Design reg_file_16x16, sky130hd; sources not shown.
==> images/power_grid.png <==
Scale bar: 50 um. Pins as bars on the die edge.
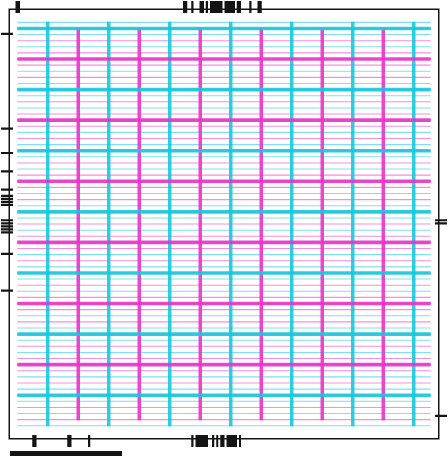
Key: cyan = VSS; magenta = VDD
67 met1 rails follow the rows. 65 signal pins sit on the boundary.
Die Wd: 190.5 um
Peak VDD IR: 646.6 uV
Core ar.: 0.03303 mm2

==> images/placement_by_type.png <==
Scale bar: 50 um.
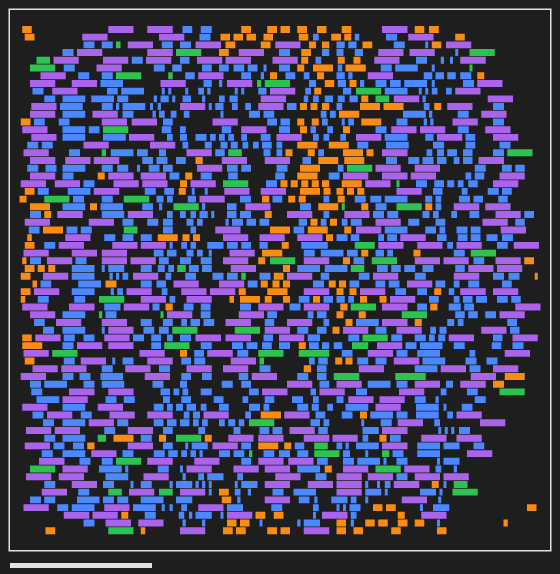
Key: green = clock drivers and dummy loads [cells 64]; orange = remaining buffers and delay cells [cells 195]; purple = sequential cells [cells 289]; blue = combinational and other logic [cells 734]
final instance area: 0.01835 mm2
Post-Route Utilization: 0.5556
flop share of the area: 0.3941
Row Count: 66

==> flow_summary.ini <==
; flow metrics
[status]
status = finished clean

[timing]
skew_ns = 0.01415
rsz0062_at_grt = no
hold_violations = 0
finalCriticalPeriod_ns = 2.273
fin_ws_ns = 0.2270
slew_violations = 0
clock.fmax_mhz = 440.0
worst_slew_pin_slew_ns = 1.439
post-route-period-util = 0.9092
hold_slack_ns = 0.4003
max_slew_margin = 0.04071

[drt]
dr_wl_met3_um = 1703
post_drt_via_cell_ratio = 6.027
met1_length_um = 22240
drt_wl_total_um = 48390
top_layer_used = met5
ant_nets = 0
first_pass_iters = 4
wl_met2_um = 23340
avgRoutedWirePerCell_um = 28.07
initialDrtViolationCount = 459
vias = 10390

[synthesis]
synth_area_mm2 = 0.01531
ys_cells = 1139
yosys_register_bits = 289
synth-edff-count = 0
netlist_instances = 1139
synth.avg_cell_area_um2 = 13.44
ys_top_cells_by_count = dfrtp_1 (289), mux2_1 (151), mux2i_1 (130)
top_area_frac = 0.4723
most_common_cell = dfrtp_1
ys_seq_frac = 0.4723
ys_top_cells_by_area = dfrtp_1 (47%), mux2_1 (11%), mux4_2 (9.3%)
ys_types = 35

[power]
power_w = 0.01500
power_density_mw_per_mm2 = 817.6

[clocking]
cts_num_sinks = 289
cts_hold_buffers = 1
cts_resized = 0
clk_pin_slew_ns = 0.06
clk_path_buf_depth = 3
cts-root-buf = clkbuf_16
cts_tree = built
post_cts_buffers = 0
numCtsBuffers = 36
worstSkewPairLatency_ns = 0.53

[final_layout]
area_growth_pct = 19.86
fill_cells = 3211
antenna_cells = 0
fin_nets = 1288
largest_reg_flops = 256

[grt]
grtUsageMet3 = 0.03474
gr-total-overflow = 0
grt_util_met1 = 0.3877
grt_pass1_vias = 11460
grt_max_degree = 51
grt_usage = 0.2735
grt_pass1_wl_um = 74250
grtUsageMet2 = 0.4516
grt.busiest_layer = met2

[critical_path]
path_cells = clkdlybuf4s50_1 -> or3b_1 -> buf_4 -> o22ai_1 -> a211oi_1 -> buf_4 -> and3_1 -> o32ai_2
reg2reg_depth = 6
worstSetupStartpointType = input port
reg2reg_setup_slack_ns = 0.55
crit_buf_inv = 3
critical_path_cell_count = 8
crit_type = input port to flip-flop
critPathArrivalTime_ns = 2.69

[placement]
preCtsSetupSlack_ns = -0.2859
place_area_mm2 = 0.01718
gp_congestion = 0.8537
placed_cells = 1659
io_buffers = 64
hpwl_um = 34010

[min_path]
worstHoldPathType = flip-flop to flip-flop
hold_depth = 0

[run]
warnings = 26
maxCapViolCount = 0

[floorplan]
ioPinCount = 65
chip_area_mm2 = 0.03627
initCoreUtil = 0.4635
## layout by cell type, fill, tap and decap left out, types with 3 or more instances in the layout
cell type,Yosys,routed
buf_4,8,99
and3_1,31,31
mux2i_1,130,130
inv_1,32,38
nor2_1,39,30
nand2b_1,3,3
mux2_2,91,91
clkinv_2,0,6
or3_1,5,5
or3b_1,4,4
clkbuf_16,0,36
xor2_1,6,6
dfrtp_1,289,289
nand2_1,31,31
a211oi_1,30,30
mux2_1,151,151
o32ai_2,18,18
nor2_2,0,9
clkbuf_8,0,9
o22ai_1,64,64
buf_12,0,29
clkdlybuf4s50_1,0,56
nand3b_1,3,3
buf_2,29,4
clkbuf_2,0,3
mux4_2,63,63
nand3_1,3,3
o32ai_1,12,12
## worst register-to-register path, stage by stage (launching register included)
cell and delay (ns):
dfrtp_1 0.40, mux4_1 0.50, mux2_2 0.28, a211o_1 0.30, mux2i_1 0.13, buf_4 0.16, o22ai_1 0.06
## cell type report
type	instances	area, um2	area share
Sequential cell	289	7232	0.3941
Timing Repair Buffer	195	1956	0.1066
Clock buffer	45	1025	0.05584
Inverter	32	120.1	0.006545
Tap cell	442	553.0	0.03014
Clock inverter	19	173.9	0.009477
Multi-Input combinational cell	702	7292	0.3974
## logic make-up (layout without fill, tap and decap cells)
group           count (synthesis)  in the layout  share of synthesized area
buf+inv                       148            291                    0.05287
compound gates                130            130                    0.07077
mux                           436            436                     0.3574
flops                         289            289                     0.4723
xor+xnor                        8              8                   0.004576
simple gates                  128            128                    0.04208
## power breakdown
| part | switching [W] | leakage [nW] | internal (W) |
|---|---|---|---|
| clock network | 0.00207 | 0.618 | 0.00312 |
| logic | 0.00144 | 3.81 | 0.00188 |
| registers | 0.000785 | 3.59 | 0.00571 |
No activity file was given, so power comes from the tool's default toggle rates.
